<file path="config.mk">
export PLATFORM = sky130hd
export DESIGN_NAME = hamming_scrub_ctrl
export DESIGN_NICKNAME = d
export VERILOG_FILES = /design/src/rtl/hamming_pkg.sv /design/src/rtl/hamming_scrub_timer.sv /design/src/rtl/hamming_scrub_ctrl.sv
export SDC_FILE = /design/constraint.sdc
export NUM_CORES = 1
export LEC_CHECK = 0
export CORE_MARGIN = 8
export CORE_UTILIZATION = 25
export CTS_BUF_LIST = sky130_fd_sc_hd__clkbuf_4 sky130_fd_sc_hd__clkbuf_8 sky130_fd_sc_hd__clkbuf_16
export CTS_CLUSTER_SIZE = 20
export DETAILED_ROUTE_END_ITERATION = 6
export SETUP_SLACK_MARGIN = 0.15
export SYNTH_ARGS = -nofsm -noshare
export SYNTH_HDL_FRONTEND = slang
export SYNTH_SLANG_ARGS = --single-unit
</file>
<file path="constraint.sdc">
create_clock -name clk -period 4 [get_ports clk]
set_input_delay 1 -clock clk [delete_from_list [all_inputs] [get_ports clk]]
set_output_delay 1 -clock clk [all_outputs]
set_load 0.05 [all_outputs]
</file>
<file path="src/rtl/hamming_pkg.sv">
// Shared types and constants for the Hamming scrub sequencer.
package hamming_pkg;
  localparam int WIDTH       = 16;
  localparam int BLOCKS      = WIDTH / 4;
  localparam int PARITY_BITS = BLOCKS * 3;

  typedef enum logic [2:0] {
    ST_IDLE, ST_COUNT, ST_ENCODE, ST_HOLD,
    ST_CHECK, ST_CORRECT, ST_VERIFY, ST_FAULT
  } state_t;

  // One flag per nibble block: set when that block's 3 syndrome bits are nonzero.
  function automatic logic [BLOCKS-1:0] syn_block_nz(input logic [PARITY_BITS-1:0] syn);
    logic [BLOCKS-1:0] r;
    for (int i = 0; i < BLOCKS; i++) r[i] = |syn[3*i +: 3];
    return r;
  endfunction
endpackage

</file>
<file path="src/rtl/hamming_scrub_timer.sv">
// Scrub interval down-counter: load wins, decrement stops at zero, otherwise holds.
module scrub_timer #(
  parameter int W = 16
) (
  input  logic         clk,
  input  logic         rst,
  input  logic         load,
  input  logic [W-1:0] load_val,
  input  logic         dec,
  output logic         zero
);
  logic [W-1:0] cnt_q, cnt_d;

  // Next count.
  always_comb begin
    cnt_d = cnt_q;
    if (load)                    cnt_d = load_val;
    else if (dec && cnt_q != '0) cnt_d = cnt_q - W'(1);
  end

  // Count register, cleared to zero on reset.
  always_ff @(posedge clk) begin
    if (!rst) cnt_q <= '0;
    else      cnt_q <= cnt_d;
  end

  assign zero = (cnt_q == '0);
endmodule

</file>
<file path="src/rtl/hamming_scrub_ctrl.sv">
// Host/scrub sequencer for the Hamming-protected counter datapath.
module hamming_scrub_ctrl
  import hamming_pkg::*;
#(
  parameter int TIMER_W  = 16,
  parameter int SETTLE   = 1,
  parameter int ERRCNT_W = 8
) (
  input  logic                   clk,
  input  logic                   rst,
  input  logic                   count_req,
  input  logic                   scrub_en,
  input  logic [TIMER_W-1:0]     scrub_period,
  input  logic                   clear_fault,
  input  logic [PARITY_BITS-1:0] dp_syndrome,
  output logic                   count_grant,
  output logic                   dp_enable,
  output logic                   dp_encode,
  output logic                   dp_check,
  output logic                   dp_correct,
  output logic                   busy,
  output logic [BLOCKS-1:0]      err_block,
  output logic                   err_corrected,
  output logic [ERRCNT_W-1:0]    err_count,
  output logic                   fault
);
  localparam int CW = (SETTLE > 1) ? $clog2(SETTLE) : 1;

  state_t              state_q, state_d;
  logic [CW-1:0]       settle_q, settle_d;
  logic [BLOCKS-1:0]   err_block_q, err_block_d;
  logic [ERRCNT_W-1:0] err_count_q, err_count_d;
  logic                err_corr_q, err_corr_d;
  logic                t_load, t_dec, t_zero, settle_last;
  logic [TIMER_W-1:0]  t_val;

  // A zero period would never count down meaningfully; treat it as 1.
  assign t_val       = (scrub_period == '0) ? TIMER_W'(1) : scrub_period;
  assign settle_last = (settle_q == CW'(SETTLE - 1));

  scrub_timer #(.W(TIMER_W)) u_timer (
    .clk      (clk),
    .rst      (rst),
    .load     (t_load),
    .load_val (t_val),
    .dec      (t_dec),
    .zero     (t_zero)
  );

  // Sequencer next-state, timer control and status updates.
  always_comb begin
    state_d     = state_q;
    settle_d    = '0;
    err_block_d = err_block_q;
    err_count_d = err_count_q;
    err_corr_d  = 1'b0;
    t_load      = 1'b0;
    t_dec       = 1'b0;
    case (state_q)
      ST_IDLE:   if (count_req) state_d = ST_COUNT;
      ST_COUNT:  if (!count_req) state_d = ST_ENCODE;
      ST_ENCODE: begin
        t_load  = 1'b1;
        state_d = ST_HOLD;
      end
      ST_HOLD: begin
        // Host request beats a due scrub; deferred requests land here too.
        if (count_req)   state_d = ST_COUNT;
        else if (scrub_en) begin
          if (t_zero) state_d = ST_CHECK;
          else        t_dec   = 1'b1;
        end
      end
      ST_CHECK: begin
        if (settle_last) begin
          err_block_d = syn_block_nz(dp_syndrome);
          if (dp_syndrome == '0) begin
            state_d = ST_HOLD;
            t_load  = 1'b1;
          end else begin
            state_d = ST_CORRECT;
          end
        end else begin
          settle_d = settle_q + CW'(1);
        end
      end
      ST_CORRECT: state_d = ST_VERIFY;
      ST_VERIFY: begin
        if (settle_last) begin
          if (dp_syndrome == '0) begin
            err_corr_d = 1'b1;
            if (err_count_q != '1) err_count_d = err_count_q + ERRCNT_W'(1);
            state_d = ST_HOLD;
            t_load  = 1'b1;
          end else begin
            state_d = ST_FAULT;
          end
        end else begin
          settle_d = settle_q + CW'(1);
        end
      end
      ST_FAULT:  if (clear_fault) state_d = ST_IDLE;
      default:   state_d = ST_IDLE;
    endcase
  end

  // State and status registers.
  always_ff @(posedge clk) begin
    if (!rst) begin
      state_q     <= ST_IDLE;
      settle_q    <= '0;
      err_block_q <= '0;
      err_count_q <= '0;
      err_corr_q  <= 1'b0;
    end else begin
      state_q     <= state_d;
      settle_q    <= settle_d;
      err_block_q <= err_block_d;
      err_count_q <= err_count_d;
      err_corr_q  <= err_corr_d;
    end
  end

  assign dp_enable     = (state_q == ST_COUNT);
  assign count_grant   = (state_q == ST_COUNT);
  assign dp_encode     = (state_q == ST_ENCODE);
  assign dp_check      = (state_q == ST_CHECK) || (state_q == ST_VERIFY);
  assign dp_correct    = (state_q == ST_CORRECT);
  assign busy          = (state_q == ST_CHECK) || (state_q == ST_CORRECT) || (state_q == ST_VERIFY);
  assign fault         = (state_q == ST_FAULT);
  assign err_block     = err_block_q;
  assign err_count     = err_count_q;
  assign err_corrected = err_corr_q;
endmodule

</file>
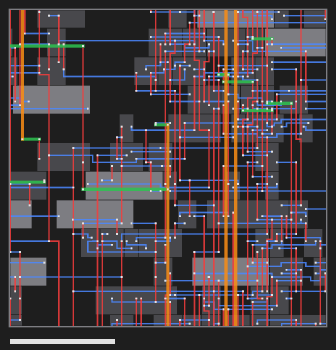
**Above:** run 1 (close-up of the layout).
The bar under the picture is 10 microns long. Window x 37 to 67, y 37 to 67 microns. Cells in gray, sequential cells in the stronger gray; small squares are vias.
Key: met3 = green; met2 = red; met1 = blue; met4 = orange
Most frequent: nand3_1 (7), nor2_1 (6), dfxtp_1 (6). Sequential cells in the window: 6. 57 logic cells have their middle in the window. Netlist names of flops here include u_timer.cnt_q (5), state_q (1).

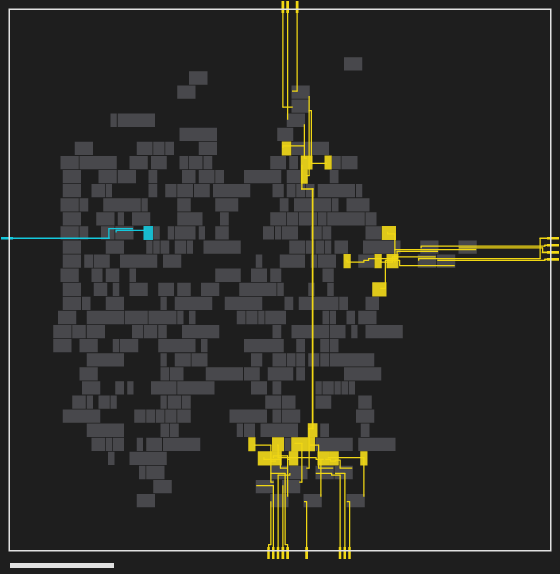
**Above:** run 1 (I/O nets highlighted).
The bar under the picture is 20 microns long.
Key: dp_correct = cyan [direction output, edge left, end cells 1, buffers 1, wire 31.3 microns]; scrub_period = yellow [direction input, edge 9 bottom, 4 right, 3 top, end cells 20, buffers 16, wire 541 microns]
Ports: 53
Port Buffers: 52

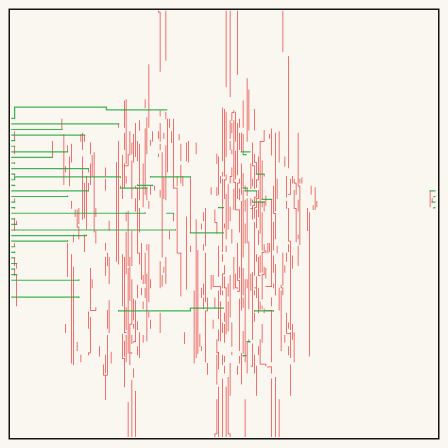
**Above:** run 1 (metal layers overlaid).
Two of the layers only.
Key: met3 = green [wire length 425 microns]; met2 = red [wire length 2570 microns]
via count: 1972
Post-Route WL: 5.69 mm
GRT Resource Usage Total: 10.7%
Routed wire per std cell: 14.7 microns

==> results.cfg, run 1 <==
; yosys + openroad results
[logic_synthesis]
synthXorXnorAreaFrac_pct = 3.60
synth_top_cell_by_area = dfxtp_1
avgSynthCellArea_sq_um = 8.18
ys_chip_area_sq_um = 1950
common_cells = 33 x dfxtp_1, 24 x nor2_1, 17 x a21oi_1, 17 x nand3_1, 14 x nand2_1
synth-edff-count = 0
netlist_area_sq_um = 1950
synthArstFlopShare_pct = 0

[floorplan]
die_x_microns = 104

[run]
maxCapViolations = 0

[finish]
lay_top_count = clkdlybuf4s50_1
buf_share_pct = 20.5
fin_nets = 320
nFlopsAndLatches = 33

[placed_design]
place_area_sq_um = 2530
dp_slack_ps = 994
place.gp.congestion = 0.799

[min_path]
min_delay_path_depth = 2

[setup_path]
reg2reg_depth = 5
cp_max_fo = 13

[power_and_ir_drop]
power_frac_clock_pct = 17.6

[clock_network]
h-tree-depth = 2
post_cts_resized = 0

[status]
outcome = finished, final reports clean
## run 1: stage by stage
stage / cells / total power, mW / util (%)
5_1_grt: 388 / 1.58 / 34.2
3_5_place_dp: 380 / 1.22 / 33.0
2_1_floorplan: 238 / 1.04 / -
4_1_cts: 388 / 1.48 / 34.2
6_report: 388 / 1.47 / 34.2
3_3_place_gp: 380 / 1.21 / 33.0
## run 1: state kept, by name (all words and copies together) (netlist names)
name,flops
u_timer.cnt_q,16
state_q,3
settle_q,1
err_corrected,1
err_count,8
err_block,4
## run 1: worst min-delay path: cells and delay by family, from the launching register on
kind             cells  cell delay (ps)
flip-flops           1              330
AND-OR/OR-AND        1               50
AND/OR/NAND/NOR      1               60
## run 1: metal layers
metal | GRT usage, % | wire [microns] | share of wire [%] | vias to the layer above
li1 | - | - | - | 984
met1 | 12.5 | 2550 | 45 | 916
met2 | 16.7 | 2570 | 45 | 63
met3 | 4.58 | 425 | 7.5 | 9
met4 | 4.34 | 144 | 2.5 | 0
met5 | 0 | 0 | 0 | -
## run 1: power groups by stage
stage	combinational (mW)	clock, mW	sequential [mW]
detailed placement	0.717	0	0.501
CTS	0.721	0.265	0.494
global placement	0.715	0	0.499
global route	0.790	0.283	0.511
floorplan	0.565	0	0.473
finish	0.720	0.259	0.496
## run 1: worst min-delay path by stage
stage                                         end
finish                  err_count[7]$_SDFFE_PN0P_
global route            err_count[5]$_SDFFE_PN0P_
CTS                     err_count[7]$_SDFFE_PN0P_
detailed placement      err_count[7]$_SDFFE_PN0P_
global placement        err_count[7]$_SDFFE_PN0P_
floorplan           u_timer.cnt_q[6]$_SDFFE_PN0P_
--- run 2 (diff from run 1) ---
==> constraint.sdc (replaced) <==
create_clock -name clk -period 2.84 [get_ports clk]
set_input_delay 0.71 -clock clk [delete_from_list [all_inputs] [get_ports clk]]
set_output_delay 0.71 -clock clk [all_outputs]
set_load 0.05 [all_outputs]
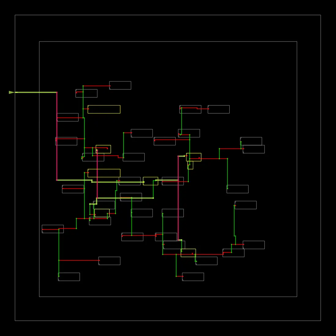
**Above:** run 2 (the clock network).
flop count: 33
clock buf count: 5
skew final: 3.22 ps
Clock net power: 0.544 mW

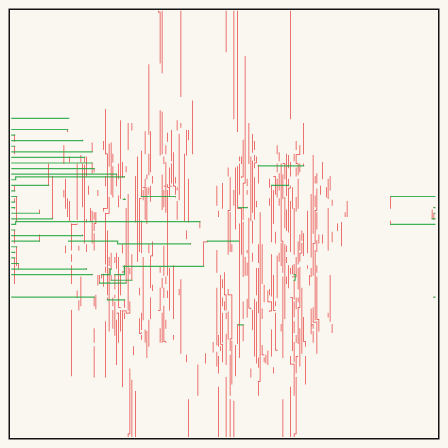
**Above:** run 2 (metal layers overlaid).
Two of the layers only.
Post-Route WL: 5.73 mm
Routed wire per std cell: 14.6 microns

==> run 2 against run 1 <==
Design area rose by 3.7%. Largest power group unchanged. Global-route usage about the same. Total power increased by 54%. Synthesized cell count unchanged. Die area is the same. Sequential power grew 37%. Combinational power is 46% higher.
==> results.cfg, run 2 <==
; yosys + openroad results
[placed_design]
port_buffers = 52
place.gp.congestion = 0.776
place_inst = 386
place_area_sq_um = 2570

[setup_path]
rr_startpoint = u_timer.cnt_q[0]$_SDFFE_PN0P_
cp_max_fo = 9
timing.rr.end = state_q[1]$_SDFFE_PN0P_
worst-path-buf-inv = 2
cp-start-kind = flop
rrSetupSlack_ps = 680
slowest_delay_ps = 560
reg2reg_depth = 7

[logic_synthesis]
netlist_area_sq_um = 1950
synth-edff-count = 0
avgSynthCellArea_sq_um = 8.18
ys_chip_area_sq_um = 1950
synthArstFlopShare_pct = 0
synth_top_cell_by_area = dfxtp_1
common_cells = 33 x dfxtp_1, 24 x nor2_1, 17 x a21oi_1, 17 x nand3_1, 14 x nand2_1

[final_timing]
min_period_ps = 2430
tns_ps = 0
timing.slew.headroom_pct = 62.9
rsz0062_at_grt = no

[power_and_ir_drop]
power_leader = combinational logic
p_total_mw = 2.27
seq-power_mw = 0.678
comb_cell_power_mw = 1.05
power_frac_clock_pct = 24.0

[status]
outcome = finished, final reports clean

[finish]
lay_top_count = clkdlybuf4s50_1
fin_cells = 394
fin_nets = 326
buffers = 60
largest_register_ffs = 16
top_register = u_timer.cnt_q
n_all_inverters = 13

[floorplan]
die_x_microns = 104
chip_area_sq_um = 10900

[routing]
vias = 1958

[clock_network]
post_cts_resized = 1
cts_setup_buffers = 0

[min_path]
min_delay_path_depth = 2
min_path_type = flop to flop
hold_path_end = err_block[1]$_SDFFE_PN0P_

[run]
maxCapViolations = 0

[global_route]
grtUsageTotal_pct = 10.7
run 2: cell counts after synthesis:
Identical to the previous run, type by type.
run 2: tightest hold or removal path: cells and delay by family, from the launching register on:
family / cells / cell delay (ps)
flops: 1 / 310
simple gates: 1 / 90
compound gates: 1 / 50
run 2: stage by stage:
stage / utilization, % / setup WS, ps
finish: 35.4 / 413
global route: 35.4 / 337
CTS: 35.3 / 164
detailed placement: 33.6 / 208
global placement: 33.6 / 274
floorplan: - / 438
run 2: worst max path at each step:
stage	depth (start not counted)	to	slack [ps]	from
floorplan	3	dp_correct	440	state_q[1]$_SDFFE_PN0P_
global placement	6	u_timer.cnt_q[4]$_SDFFE_PN0P_	270	count_req
detailed placement	6	err_count[5]$_SDFFE_PN0P_	210	dp_syndrome[3]
CTS	2	dp_encode	160	state_q[1]$_SDFFE_PN0P_
global route	3	busy	340	state_q[2]$_SDFFE_PN0P_
finish	3	busy	410	state_q[2]$_SDFFE_PN0P_
run 2: kinds of logic (layout without fill, tap and decap cells):
logic type | after synthesis | in the layout | synth area share [%]
multiplexers | 3 | 3 | 1.61
other | 1 | 1 | 0.193
AND/OR/NAND/NOR | 105 | 105 | 31.7
flip-flops | 33 | 33 | 33.9
XOR/XNOR | 8 | 8 | 3.60
AND-OR/OR-AND | 59 | 59 | 20.7
adder cells (fa/ha/maj) | 2 | 2 | 1.29
buffers and inverters | 27 | 81 | 7.00
run 2: routing by layer:
layer	part of all wire (%)	track usage (%)	vias up
li1	-	-	998
met1	46	12.6	896
met2	44	16.9	57
met3	8.2	4.52	7
met4	1.3	4.03	0
met5	0	0	-
Power and IR drop assume default switching activity.
